===== config.mk =====
export PLATFORM = sky130hd
export DESIGN_NAME = pacman_display_timing
export DESIGN_NICKNAME = d
export VERILOG_FILES = /design/src/rtl/pacman_display_timing_pkg.sv /design/src/rtl/pacman_display_timing_scaled_axis_counter.sv /design/src/rtl/pacman_display_timing.sv
export SDC_FILE = /design/constraint.sdc
export NUM_CORES = 1
export LEC_CHECK = 0
export CAP_MARGIN = 25
export CORE_MARGIN = 2
export CORE_UTILIZATION = 54
export CTS_BUF_LIST = sky130_fd_sc_hd__clkbuf_4 sky130_fd_sc_hd__clkbuf_8 sky130_fd_sc_hd__clkbuf_16
export CTS_CLUSTER_SIZE = 25
export DETAILED_ROUTE_END_ITERATION = 6
export GPL_TIMING_DRIVEN = 0
export HOLD_SLACK_MARGIN = 0.08
export PLACE_DENSITY_LB_ADDON = 0.12
export SYNTH_ARGS = -nofsm -noshare
export SYNTH_HDL_FRONTEND = slang
export SYNTH_SLANG_ARGS = --single-unit
export TNS_END_PERCENT = 1

===== constraint.sdc =====
create_clock -name vga_pix_clk -period 2.47 [get_ports vga_pix_clk]
set_input_delay 0.741 -clock vga_pix_clk [delete_from_list [all_inputs] [get_ports vga_pix_clk]]
set_output_delay 0.741 -clock vga_pix_clk [all_outputs]
set_load 0.05 [all_outputs]

===== src/rtl/pacman_display_timing_pkg.sv =====
// rtl/pacman_display_timing_pkg.sv - VGA mode timing constants and game field size shared by the display timing slice
package pacman_display_timing_pkg;

  // 640x480@60
  localparam int VGA640_H_ACTIVE = 640;
  localparam int VGA640_H_FP     = 16;
  localparam int VGA640_H_SYNC   = 96;
  localparam int VGA640_H_BP     = 48;
  localparam int VGA640_V_ACTIVE = 480;
  localparam int VGA640_V_FP     = 10;
  localparam int VGA640_V_SYNC   = 2;
  localparam int VGA640_V_BP     = 33;

  // 800x600@60
  localparam int VGA800_H_ACTIVE = 800;
  localparam int VGA800_H_FP     = 40;
  localparam int VGA800_H_SYNC   = 128;
  localparam int VGA800_H_BP     = 88;
  localparam int VGA800_V_ACTIVE = 600;
  localparam int VGA800_V_FP     = 1;
  localparam int VGA800_V_SYNC   = 4;
  localparam int VGA800_V_BP     = 23;

  localparam int PACMAN_H_VISIBLE_AREA = 224;
  localparam int PACMAN_V_VISIBLE_AREA = 288;

  // Counter width that stays at least one bit for a range of a single value.
  function automatic int cnt_w(input int n);
    return (n > 1) ? $clog2(n) : 1;
  endfunction

endpackage


===== src/rtl/pacman_display_timing_scaled_axis_counter.sv =====
// rtl/pacman_display_timing_scaled_axis_counter.sv - one raster axis: position, sub-pixel phase and game coordinate
module scaled_axis_counter
  import pacman_display_timing_pkg::*;
#(
  parameter int TOTAL = 800,
  parameter int OFF   = 208,
  parameter int LEN   = 224,
  parameter int SCALE = 1,
  localparam int PW   = $clog2(TOTAL),
  localparam int CW   = $clog2(LEN),
  localparam int SW   = cnt_w(SCALE)
) (
  input  logic          vga_pix_clk,
  input  logic          rst,
  input  logic          en,
  output logic [PW-1:0] pos,
  output logic [SW-1:0] sub,
  output logic [CW-1:0] coord,
  output logic          in_win,
  output logic          wrap
);

  localparam logic [PW-1:0] LAST     = PW'(TOTAL - 1);
  localparam logic [PW-1:0] WIN_LO   = PW'(OFF);
  localparam logic [PW-1:0] WIN_HI   = PW'(OFF + LEN * SCALE);
  localparam logic [SW-1:0] SUB_LAST = SW'(SCALE - 1);

  logic [PW-1:0] pos_next;
  logic          next_in_win;

  assign wrap        = (pos == LAST);
  assign in_win      = (pos >= WIN_LO) && (pos < WIN_HI);
  assign pos_next    = wrap ? '0 : pos + PW'(1);
  assign next_in_win = (pos_next >= WIN_LO) && (pos_next < WIN_HI);

  // sub/coord track the position they accompany, so they restart on window entry
  // and return to 0 on exit; the window length guarantees coord never passes LEN-1.
  always_ff @(posedge vga_pix_clk) begin
    if (rst) begin
      pos   <= '0;
      sub   <= '0;
      coord <= '0;
    end else if (en) begin
      pos <= pos_next;
      if (!next_in_win || !in_win) begin
        sub   <= '0;
        coord <= '0;
      end else if (sub == SUB_LAST) begin
        sub   <= '0;
        coord <= coord + CW'(1);
      end else begin
        sub <= sub + SW'(1);
      end
    end
  end

endmodule


===== src/rtl/pacman_display_timing.sv =====
// rtl/pacman_display_timing.sv - VGA sync plus upscaled, centred game-space beam position for the game core
module pacman_display_timing
  import pacman_display_timing_pkg::*;
#(
  parameter int H_ACTIVE = VGA640_H_ACTIVE,
  parameter int H_FP     = VGA640_H_FP,
  parameter int H_SYNC   = VGA640_H_SYNC,
  parameter int H_BP     = VGA640_H_BP,
  parameter int V_ACTIVE = VGA640_V_ACTIVE,
  parameter int V_FP     = VGA640_V_FP,
  parameter int V_SYNC   = VGA640_V_SYNC,
  parameter int V_BP     = VGA640_V_BP,
  parameter int SYNC_NEG = 1,
  parameter int GAME_W   = PACMAN_H_VISIBLE_AREA,
  parameter int GAME_H   = PACMAN_V_VISIBLE_AREA,
  parameter int SCALE    = 1
) (
  input  logic                      vga_pix_clk,
  input  logic                      rst,
  output logic                      hsync,
  output logic                      vsync,
  output logic                      vga_de,
  output logic [$clog2(GAME_W)-1:0] sx,
  output logic [$clog2(GAME_H)-1:0] sy,
  output logic                      game_pix_stb,
  output logic                      frame_stb,
  output logic                      display_enabled
);

  localparam int H_TOTAL = H_ACTIVE + H_FP + H_SYNC + H_BP;
  localparam int V_TOTAL = V_ACTIVE + V_FP + V_SYNC + V_BP;
  localparam int H_OFF   = (H_ACTIVE - GAME_W * SCALE) / 2;
  localparam int V_OFF   = (V_ACTIVE - GAME_H * SCALE) / 2;
  localparam int HPW     = $clog2(H_TOTAL);
  localparam int VPW     = $clog2(V_TOTAL);
  localparam int SW      = cnt_w(SCALE);

  localparam logic [HPW-1:0] HS_LO   = HPW'(H_ACTIVE + H_FP);
  localparam logic [HPW-1:0] HS_HI   = HPW'(H_ACTIVE + H_FP + H_SYNC);
  localparam logic [VPW-1:0] VS_LO   = VPW'(V_ACTIVE + V_FP);
  localparam logic [VPW-1:0] VS_HI   = VPW'(V_ACTIVE + V_FP + V_SYNC);
  localparam logic [HPW-1:0] H_VIS   = HPW'(H_ACTIVE);
  localparam logic [VPW-1:0] V_VIS   = VPW'(V_ACTIVE);
  localparam logic           SYNC_IDLE = (SYNC_NEG != 0);

  if (SCALE < 1 || SCALE > 4) begin : g_bad_scale
    $error("pacman_display_timing: SCALE must be in 1..4");
  end
  if (GAME_W * SCALE > H_ACTIVE) begin : g_bad_width
    $error("pacman_display_timing: scaled game width exceeds H_ACTIVE");
  end
  if (GAME_H * SCALE > V_ACTIVE) begin : g_bad_height
    $error("pacman_display_timing: scaled game height exceeds V_ACTIVE");
  end

  logic [HPW-1:0]            hcount;
  logic [VPW-1:0]            vcount;
  logic [SW-1:0]             hsub;
  logic [SW-1:0]             unused_vsub;
  logic [$clog2(GAME_W)-1:0] h_coord;
  logic [$clog2(GAME_H)-1:0] v_coord;
  logic                      h_in;
  logic                      v_in;
  logic                      h_wrap;
  logic                      unused_v_wrap;

  scaled_axis_counter #(
    .TOTAL(H_TOTAL), .OFF(H_OFF), .LEN(GAME_W), .SCALE(SCALE)
  ) u_h (
    .vga_pix_clk(vga_pix_clk),
    .rst        (rst),
    .en         (1'b1),
    .pos        (hcount),
    .sub        (hsub),
    .coord      (h_coord),
    .in_win     (h_in),
    .wrap       (h_wrap)
  );

  // The vertical axis steps once per line, on the horizontal wrap.
  scaled_axis_counter #(
    .TOTAL(V_TOTAL), .OFF(V_OFF), .LEN(GAME_H), .SCALE(SCALE)
  ) u_v (
    .vga_pix_clk(vga_pix_clk),
    .rst        (rst),
    .en         (h_wrap),
    .pos        (vcount),
    .sub        (unused_vsub),
    .coord      (v_coord),
    .in_win     (v_in),
    .wrap       (unused_v_wrap)
  );

  logic h_sync_act;
  logic v_sync_act;

  assign h_sync_act = (hcount >= HS_LO) && (hcount < HS_HI);
  assign v_sync_act = (vcount >= VS_LO) && (vcount < VS_HI);

  // Every output is one register stage behind the counters, all in the same stage.
  always_ff @(posedge vga_pix_clk) begin
    if (rst) begin
      hsync           <= SYNC_IDLE;
      vsync           <= SYNC_IDLE;
      vga_de          <= 1'b0;
      sx              <= '0;
      sy              <= '0;
      game_pix_stb    <= 1'b0;
      frame_stb       <= 1'b0;
      display_enabled <= 1'b0;
    end else begin
      hsync           <= h_sync_act ^ SYNC_IDLE;
      vsync           <= v_sync_act ^ SYNC_IDLE;
      vga_de          <= (hcount < H_VIS) && (vcount < V_VIS);
      sx              <= h_coord;
      sy              <= v_coord;
      game_pix_stb    <= h_in && v_in && (hsub == '0);
      frame_stb       <= (hcount == '0) && (vcount == '0);
      display_enabled <= h_in && v_in;
    end
  end

endmodule


PDN straps and rails:
Pins as bars on the die edge. Tap cells in gray.
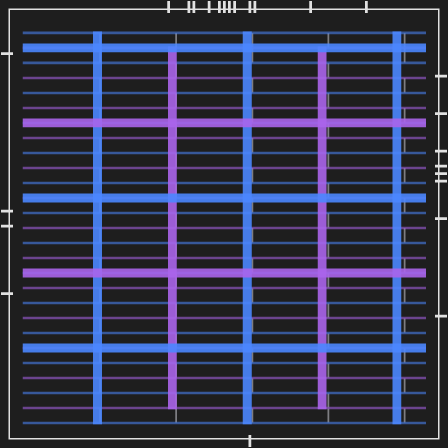
Key: VDD = purple; VSS = blue
70 tap cells. The core has 26 rows. 5 straps on met5. 5 straps on met4.
core area: 5170 sq um
Worst VDD drop: 0.345 mV

Clock routing:
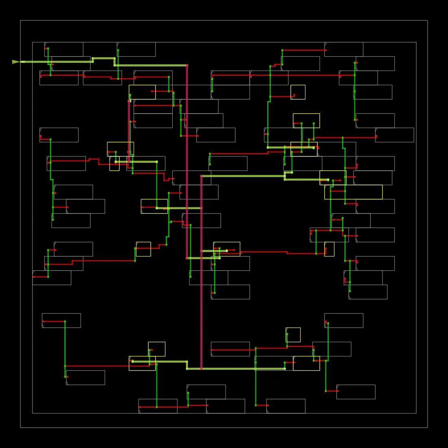
CLK BUF: 10
flop count: 61
total CTS buffers: 9

Placed cells, one color a class:
Bar = 20 um.
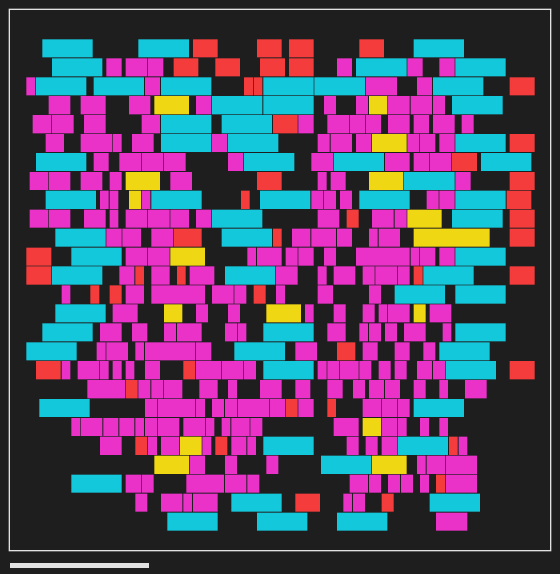
Key: clock drivers and dummy loads = yellow [cells 16]; flip-flops = cyan [cells 61]; other buffers and delay cells = red [cells 45]; all other logic = magenta [cells 238]
Seq area share: 35.4%
Design Area, Final: 3450 sq um
post-layout util: 66.6%

Clock wires, drivers and flops:
Bar = 20 um.
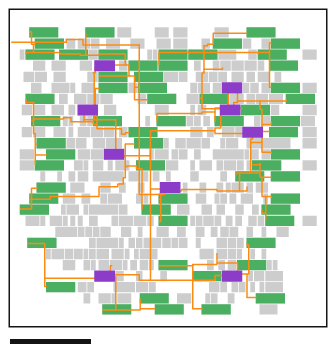
Key: clock wires = orange [length 782 um]; flip-flops = green [count 61]; cells driving clock nets = purple [count 9]
Position of the flops: spread over the die.

==> out/metrics.cfg <==
[floorplanning]
die_x_um = 77.6
initial_core_util_pct = 56.6

[worst_setup_path]
timing.rr.end = u_v.coord[2]
crit_type = flop to flop
slowest_delay_ps = 450
critPathSlowestCell = dfxtp_1

[outcome]
status = completed

[power]
p_int_mw = 1.50
comb_power_share_pct = 4.6
sw_frac_of_total_pct = 24.1
pg_comb_mw = 0.0912

[clock_tree]
cts-root-buf = clkbuf_8
cts_tree = built
cts-hold-fix-buffers = 0

[final_timing]
post-route-min-period_ps = 2260
slew_headroom_pct = 58.8
slew_viol_final = 0
fmax_ghz = 0.442

[layout]
nNonClkBuffers = 45
comb_area_sq_um = 1590
layout.cells.most_common = dfxtp_1
buf_share_pct = 9.73

[logic_synthesis]
synth-main-ff-cell = dfxtp_1
ys_sh_mux_pct = 1.03
adder_share_pct = 2.99
ys_cells = 321

[drt]
drc = 0
top_layer = met4
wl_met3_um = 238
drtAntennaViolNets = 0

[flow_run]
maxCapViolCount = 0

